<file path="config.mk">
export PLATFORM = sky130hd
export DESIGN_NAME = arith_issue_queue_flat
export DESIGN_NICKNAME = d
export VERILOG_FILES = /design/src/rtl/arith_pkg.sv /design/src/rtl/arith_issue_queue_if.sv /design/src/rtl/arith_req_fifo.sv /design/src/rtl/arith_issue_queue.sv /design/src/flat_wrapper.sv
export SDC_FILE = /design/constraint.sdc
export NUM_CORES = 1
export LEC_CHECK = 0
export CORE_ASPECT_RATIO = 0.75
export CORE_UTILIZATION = 45
export DETAILED_ROUTE_END_ITERATION = 8
export PLACE_DENSITY = 0.71
export RECOVER_POWER = 25
export SYNTH_ARGS = -nofsm -noshare
export SYNTH_HDL_FRONTEND = slang
export SYNTH_SLANG_ARGS = --single-unit
</file>
<file path="constraint.sdc">
create_clock -name clk -period 3.8 [get_ports clk]
set_input_delay 0.76 -clock clk [delete_from_list [all_inputs] [get_ports clk]]
set_output_delay 0.76 -clock clk [all_outputs]
set_load 0.02 [all_outputs]
</file>
<file path="src/rtl/arith_pkg.sv">
// Shared types for the arithmetic issue queue: datapath width, opcode and request payload.
package arith_pkg;

  localparam int DATA_W = 32;

  typedef enum logic {
    OP_ADD = 1'b0,
    OP_SUB = 1'b1
  } arith_op_t;

  typedef struct packed {
    arith_op_t         op;
    logic [DATA_W-1:0] opa;
    logic [DATA_W-1:0] opb;
  } arith_req_t;

endpackage

</file>
<file path="src/rtl/arith_issue_queue_if.sv">
// Request and result handshakes of the arithmetic issue queue; the queue uses the slave side.
interface arith_issue_queue_if #(
  parameter int TAG_W = 4
);
  import arith_pkg::*;

  logic              in_valid;
  logic              in_ready;
  logic              in_op;
  logic [DATA_W-1:0] in_opa;
  logic [DATA_W-1:0] in_opb;
  logic [TAG_W-1:0]  in_tag;

  logic              res_valid;
  logic              res_ready;
  logic [DATA_W-1:0] res_data;
  logic [TAG_W-1:0]  res_tag;
  logic              res_ovf;

  modport master (
    output in_valid, in_op, in_opa, in_opb, in_tag, res_ready,
    input  in_ready, res_valid, res_data, res_tag, res_ovf
  );

  modport slave (
    input  in_valid, in_op, in_opa, in_opb, in_tag, res_ready,
    output in_ready, res_valid, res_data, res_tag, res_ovf
  );

endinterface

</file>
<file path="src/rtl/arith_req_fifo.sv">
// Synchronous circular-buffer FIFO with occupancy count; storage is not reset, only control state.
module arith_req_fifo #(
  parameter int DEPTH = 4,
  parameter int W     = 8
) (
  input  logic                   clk,
  input  logic                   rst,
  input  logic                   push_i,
  input  logic                   pop_i,
  input  logic [W-1:0]           wdata_i,
  output logic [W-1:0]           rdata_o,
  output logic                   full_o,
  output logic                   empty_o,
  output logic [$clog2(DEPTH):0] count_o
);

  localparam int AW = $clog2(DEPTH);
  localparam logic [AW:0] FULL_CNT = DEPTH[AW:0];

  logic [W-1:0]  mem_q [DEPTH];
  logic [AW-1:0] wptr_q, wptr_d;
  logic [AW-1:0] rptr_q, rptr_d;
  logic [AW:0]   count_q, count_d;
  logic          do_push, do_pop;

  assign full_o  = (count_q == FULL_CNT);
  assign empty_o = (count_q == '0);
  assign count_o = count_q;
  assign rdata_o = mem_q[rptr_q];

  assign do_push = push_i && !full_o;
  assign do_pop  = pop_i && !empty_o;

  // Pointers wrap naturally because DEPTH is a power of two.
  always_comb begin
    wptr_d  = wptr_q;
    rptr_d  = rptr_q;
    count_d = count_q;
    if (do_push) wptr_d = wptr_q + 1'b1;
    if (do_pop)  rptr_d = rptr_q + 1'b1;
    case ({do_push, do_pop})
      2'b10:   count_d = count_q + 1'b1;
      2'b01:   count_d = count_q - 1'b1;
      default: count_d = count_q;
    endcase
  end

  always_ff @(posedge clk) begin
    if (rst) begin
      wptr_q  <= '0;
      rptr_q  <= '0;
      count_q <= '0;
    end else begin
      wptr_q  <= wptr_d;
      rptr_q  <= rptr_d;
      count_q <= count_d;
    end
  end

  always_ff @(posedge clk) begin
    if (do_push) mem_q[wptr_q] <= wdata_i;
  end

endmodule

</file>
<file path="src/rtl/arith_issue_queue.sv">
// Buffers add/sub requests, drives the head operands to the external adder/subtractor and registers
// the selected result into a valid/ready slot. Define ARITH_ISSUE_OVF_EN to capture signed overflow.
module arith_issue_queue
  import arith_pkg::*;
#(
  parameter int DEPTH = 4,
  parameter int TAG_W = 4
) (
  input  logic                   clk,
  input  logic                   rst,
  arith_issue_queue_if.slave     bus,
  output logic [DATA_W-1:0]      a,
  output logic [DATA_W-1:0]      b,
  input  logic [DATA_W-1:0]      sum,
  output logic [DATA_W-1:0]      x,
  output logic [DATA_W-1:0]      y,
  input  logic [DATA_W-1:0]      sub,
  output logic [$clog2(DEPTH):0] count
);

  typedef struct packed {
    arith_req_t       req;
    logic [TAG_W-1:0] tag;
  } entry_t;

  entry_t            wr_entry;
  entry_t            head;
  logic              full, empty, push, issue;
  logic [DATA_W-1:0] result;

  logic              res_valid_q, res_valid_d;
  logic [DATA_W-1:0] res_data_q, res_data_d;
  logic [TAG_W-1:0]  res_tag_q, res_tag_d;

  always_comb begin
    wr_entry.req.op  = arith_op_t'(bus.in_op);
    wr_entry.req.opa = bus.in_opa;
    wr_entry.req.opb = bus.in_opb;
    wr_entry.tag     = bus.in_tag;
  end

  // in_ready depends only on FIFO state, never on res_ready.
  assign bus.in_ready = !full;
  assign push         = bus.in_valid && !full;
  assign issue        = !empty && (!res_valid_q || bus.res_ready);

  arith_req_fifo #(
    .DEPTH (DEPTH),
    .W     ($bits(entry_t))
  ) u_fifo (
    .clk     (clk),
    .rst     (rst),
    .push_i  (push),
    .pop_i   (issue),
    .wdata_i (wr_entry),
    .rdata_o (head),
    .full_o  (full),
    .empty_o (empty),
    .count_o (count)
  );

  assign a = empty ? '0 : head.req.opa;
  assign b = empty ? '0 : head.req.opb;
  assign x = empty ? '0 : head.req.opa;
  assign y = empty ? '0 : head.req.opb;

  assign result = (head.req.op == OP_SUB) ? sub : sum;

  // Result slot: reload on issue, otherwise drain on consumer handshake.
  always_comb begin
    res_valid_d = res_valid_q;
    res_data_d  = res_data_q;
    res_tag_d   = res_tag_q;
    if (issue) begin
      res_valid_d = 1'b1;
      res_data_d  = result;
      res_tag_d   = head.tag;
    end else if (bus.res_ready) begin
      res_valid_d = 1'b0;
    end
  end

  always_ff @(posedge clk) begin
    if (rst) begin
      res_valid_q <= 1'b0;
      res_data_q  <= '0;
      res_tag_q   <= '0;
    end else begin
      res_valid_q <= res_valid_d;
      res_data_q  <= res_data_d;
      res_tag_q   <= res_tag_d;
    end
  end

  assign bus.res_valid = res_valid_q;
  assign bus.res_data  = res_data_q;
  assign bus.res_tag   = res_tag_q;

`ifdef ARITH_ISSUE_OVF_EN
  function automatic logic ovf_calc(input arith_op_t op, input logic [DATA_W-1:0] opa,
                                    input logic [DATA_W-1:0] opb, input logic [DATA_W-1:0] r);
    logic sa, sb, sr;
    sa = opa[DATA_W-1];
    sb = opb[DATA_W-1];
    sr = r[DATA_W-1];
    if (op == OP_SUB) return (sa != sb) && (sr != sa);
    return (sa == sb) && (sr != sa);
  endfunction

  logic res_ovf_q, res_ovf_d;

  always_comb begin
    res_ovf_d = res_ovf_q;
    if (issue) res_ovf_d = ovf_calc(head.req.op, head.req.opa, head.req.opb, result);
  end

  always_ff @(posedge clk) begin
    if (rst) res_ovf_q <= 1'b0;
    else     res_ovf_q <= res_ovf_d;
  end

  assign bus.res_ovf = res_ovf_q;
`else
  assign bus.res_ovf = 1'b0;
`endif

endmodule

</file>
<file path="src/flat_wrapper.sv">
// flat-port wrapper written by rule: the top's interface ports become plain ports
module arith_issue_queue_flat import arith_pkg::*;
#(
  parameter int DEPTH = 4,
  parameter int TAG_W = 4
)
  (clk, rst, a, b, sum, x, y, sub, count, bus_in_valid, bus_in_op, bus_in_opa, bus_in_opb, bus_in_tag, bus_res_ready, bus_in_ready, bus_res_valid, bus_res_data, bus_res_tag, bus_res_ovf);
  arith_issue_queue_if #(.TAG_W(TAG_W)) bus_i ();
  input  logic clk;
  input  logic rst;
  output logic [DATA_W-1:0] a;
  output logic [DATA_W-1:0] b;
  input  logic [DATA_W-1:0] sum;
  output logic [DATA_W-1:0] x;
  output logic [DATA_W-1:0] y;
  input  logic [DATA_W-1:0] sub;
  output logic [$clog2(DEPTH):0] count;
  input wire logic [$bits(bus_i.in_valid)-1:0] bus_in_valid;
  input wire logic [$bits(bus_i.in_op)-1:0] bus_in_op;
  input wire logic [$bits(bus_i.in_opa)-1:0] bus_in_opa;
  input wire logic [$bits(bus_i.in_opb)-1:0] bus_in_opb;
  input wire logic [$bits(bus_i.in_tag)-1:0] bus_in_tag;
  input wire logic [$bits(bus_i.res_ready)-1:0] bus_res_ready;
  output wire logic [$bits(bus_i.in_ready)-1:0] bus_in_ready;
  output wire logic [$bits(bus_i.res_valid)-1:0] bus_res_valid;
  output wire logic [$bits(bus_i.res_data)-1:0] bus_res_data;
  output wire logic [$bits(bus_i.res_tag)-1:0] bus_res_tag;
  output wire logic [$bits(bus_i.res_ovf)-1:0] bus_res_ovf;
  assign bus_i.in_valid = bus_in_valid;
  assign bus_i.in_op = bus_in_op;
  assign bus_i.in_opa = bus_in_opa;
  assign bus_i.in_opb = bus_in_opb;
  assign bus_i.in_tag = bus_in_tag;
  assign bus_i.res_ready = bus_res_ready;
  assign bus_in_ready = bus_i.in_ready;
  assign bus_res_valid = bus_i.res_valid;
  assign bus_res_data = bus_i.res_data;
  assign bus_res_tag = bus_i.res_tag;
  assign bus_res_ovf = bus_i.res_ovf;
  arith_issue_queue #(.DEPTH(DEPTH), .TAG_W(TAG_W)) u_core (.clk(clk), .rst(rst), .bus(bus_i), .a(a), .b(b), .sum(sum), .x(x), .y(y), .sub(sub), .count(count));
endmodule
</file>
==> flow_summary.json <==
{
  "hp-class": "reg -> reg",
  "timing_hold_violations_final": 0,
  "drv_cap": 0,
  "path_cells": "or3_2 -> and2_1 -> clkdlybuf4s50_1",
  "p_int_mw": 8.899,
  "tns_ns": 0,
  "hpwl_um": 17590,
  "ys_area_sq_um": 12970,
  "grt_overflow_total": 0,
  "path_buffers": 1,
  "ctsResizeCount": 0,
  "path_max_fanout": 66,
  "wire_per_inst_um": 19.95,
  "grt_usage_pct": 18.66,
  "drt_iter0_markers": 416,
  "clk_transition_reported_paths_ns": 0.06,
  "yosysMostFrequentCell": "edfxtp_1",
  "syn_area_per_cell_sq_um": 18.01,
  "rows": 53,
  "seq_power_mw": 4.62,
  "cts_tree": "yes",
  "grt_pass1_wl_um": 41960,
  "fp_nets": 863,
  "ys_cells": 720,
  "dp_slack_ns": 0.7677,
  "antenna_left": 0,
  "final_area_sq_um": 16950,
  "cp_top_family": "simple AND/OR/NAND/NOR gates",
  "crit_slowest_cell": "or3_2",
  "synth_warnings": 0,
  "async_reset_ff_share_pct": 0,
  "ys_seq_share_pct": 71.01,
  "synthTopCellsByArea": "edfxtp_1 (64%), mux4_2 (12%), dfxtp_1 (7.1%)",
  "syn_to_final_growth_pct": 30.72,
  "drc_errors": 0,
  "powerComb_mw": 6.16,
  "grt_max_degree": 67,
  "synth_area_leader_cell": "edfxtp_1",
  "synth.cellmix.compoundShare_pct": 3.956,
  "synthCells": 720,
  "top_area_share_pct": 63.91,
  "regMostFlops": "u_core.u_fifo.mem_q",
  "swShare_pct": 34.60,
  "slew_violations": 0,
  "edf_count": 276,
  "ios": 307,
  "xor_share_pct": 0.1351,
  "worstPathArrival_ns": 2.78,
  "power_mw": 13.61,
  "tightest_slew_ns": 1.004,
  "fp-utilization_pct": 46.02,
  "cts.htree.levels": 1,
  "fmax_ghz": 0.2827,
  "place_congestion": 0.7224,
  "post-route-util_pct": 60.15,
  "ff_type": "edfxtp_1",
  "ys_sh_mux_pct": 14.45,
  "vias_per_cell": 5.108,
  "grt_pass1_vias": 7152,
  "critPathMaxStageDelay_ns": 0.93,
  "fin_ws_ns": 0.2628,
  "clock_path_buffers": 3,
  "status": "finished, final reports clean",
  "largest_reg_flops": 276,
  "postCtsSetupBuffers": 0,
  "period_used_pct": 93.08,
  "placedInstanceArea_sq_um": 16010,
  "path_class": "reg -> out",
  "clock-root-buffer": "clkbuf_16",
  "dp_cells": 1314,
  "rsz0062_at_grt": "false",
  "period_needed_ns": 3.537,
  "required_ns": 3.04,
  "max_slew_margin_pct": 33.06,
  "synth_cell_types": 30,
  "netSwitchingPower_mw": 4.708,
  "antenna_found_initial": 5,
  "numPortBuffers": 305,
  "vias": 7023,
  "startpoint_type": "register"
}
per-layer routing:
layer / vias to the layer above / wire length [um] / share of wire [%] / track usage [%]
met2: 231 / 13110 / 48 / 29.63
met3: 30 / 1689 / 6.2 / 4.160
met1: 3518 / 12210 / 45 / 26.74
met4: 2 / 405 / 1.5 / 3.488
met5: - / 13 / 0.047 / 0
li1: 3242 / - / - / -
placed cells by master (no fill, tap or decap), types with 2 or more instances in the layout:
cell type	count
clkinv_1	13
buf_12	7
dfxtp_1	44
mux4_2	69
clkbuf_1	5
nand3_1	7
a21oi_1	44
ha_1	5
and2_1	64
xor2_1	2
clkinv_2	3
mux2i_1	32
diode_2	3
inv_1	6
and3_4	4
clkbuf_16	31
nor2_1	3
buf_4	7
dlygate4sd3_1	50
dfxtp_4	2
o21ai_0	6
clkinv_4	2
clkdlybuf4s50_1	255
a211oi_1	32
edfxtp_1	276
a21o_1	2
worst paths after layout:
kind                                          from                                    to  slack, ns  cells after the start
max          u_core.u_fifo.count_o[0]$_SDFFE_PP0P_                                  x[3]       0.26                      3
min             u_core.bus.res_tag[2]$_SDFFE_PP0P_    u_core.bus.res_tag[2]$_SDFFE_PP0P_       0.48                      2
max reg2reg                               register  u_core.bus.res_data[24]$_SDFFE_PP0P_       1.32                      4
min reg2reg     u_core.bus.res_tag[2]$_SDFFE_PP0P_    u_core.bus.res_tag[2]$_SDFFE_PP0P_       0.48                      2
area by class of cell:
cell class | count | area (sq um)
well taps | 385 | 481.7
inverters | 6 | 22.52
clock inverters | 22 | 138.9
repair buffers | 319 | 3246
clock buffers | 36 | 794.5
fillers | 2113 | 11230
multi-input cells | 282 | 3045
flip-flops and latches | 322 | 9216
diodes | 3 | 7.507
**Routed metal, one color a layer**

Scale: 2 px per um.
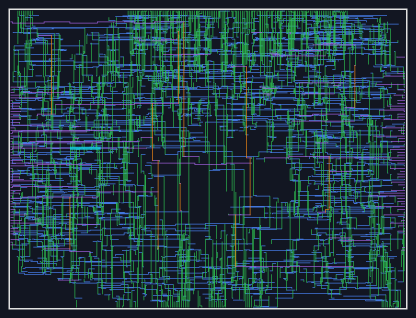
legend:
  metal 3:
    color: purple
    wire_length: 1690 um
  metal 2:
    color: green
    wire_length: 13100 um
  metal 5:
    color: cyan
    wire_length: 13.8 um
  metal 4:
    color: orange
    wire_length: 406 um
  metal 1:
    color: blue
    wire_length: 12200 um

**Routed clock nets over the placement**

Scale: 1.5 px per um.
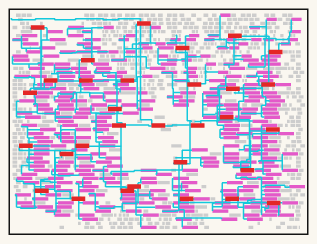
legend:
  flip-flops:
    color: magenta
    count: 322
  clock wires:
    color: cyan
    length: 3610 um
  clock drivers:
    color: red
    count: 31
flops lie: widely spread
clock group power: 2.83 mW
clock power share: 20.8%
clk ins delay skew pair: 0.55 ns
clock skew: 0.01683 ns

**The clock network**

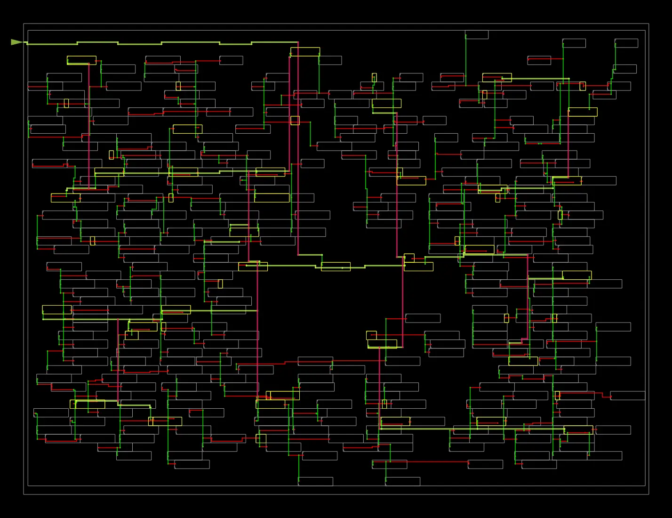
Layout clock buffers: 36
CTS buffer count: 31
FFs & Latches: 322
CTS sink count: 322

**Selected gate families**

Scale: 1.5 px per um.
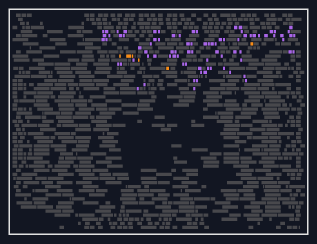
legend:
  NOR gates:
    color: orange
    cells: 6
    most_used: nor2_1
    where: top middle
  inverting AOI/OAI gates:
    color: purple
    cells: 83
    most_used: a21oi_1
logic share of the area: 17.96%
Non-Filler Instances: 1375
dominant logic cell type in the layout: edfxtp_1

**Power grid**

Scale: 2 px per um. Pins as bars on the die edge.
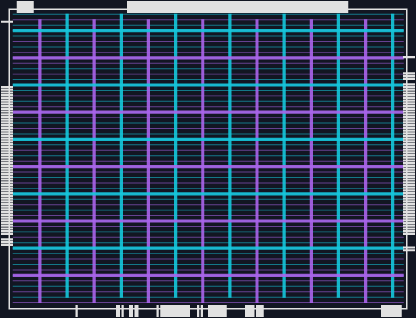
legend:
  VSS:
    color: purple
  VDD:
    color: cyan
met5 straps: 10
met4 straps: 14
signal pins: 307
rows: 53
peak supply drop: 0.6876 mV
Chip Width: 198.0 um
core area: 28180 sq um
Die Span Y: 149.0 um

Power and IR drop assume default switching activity.
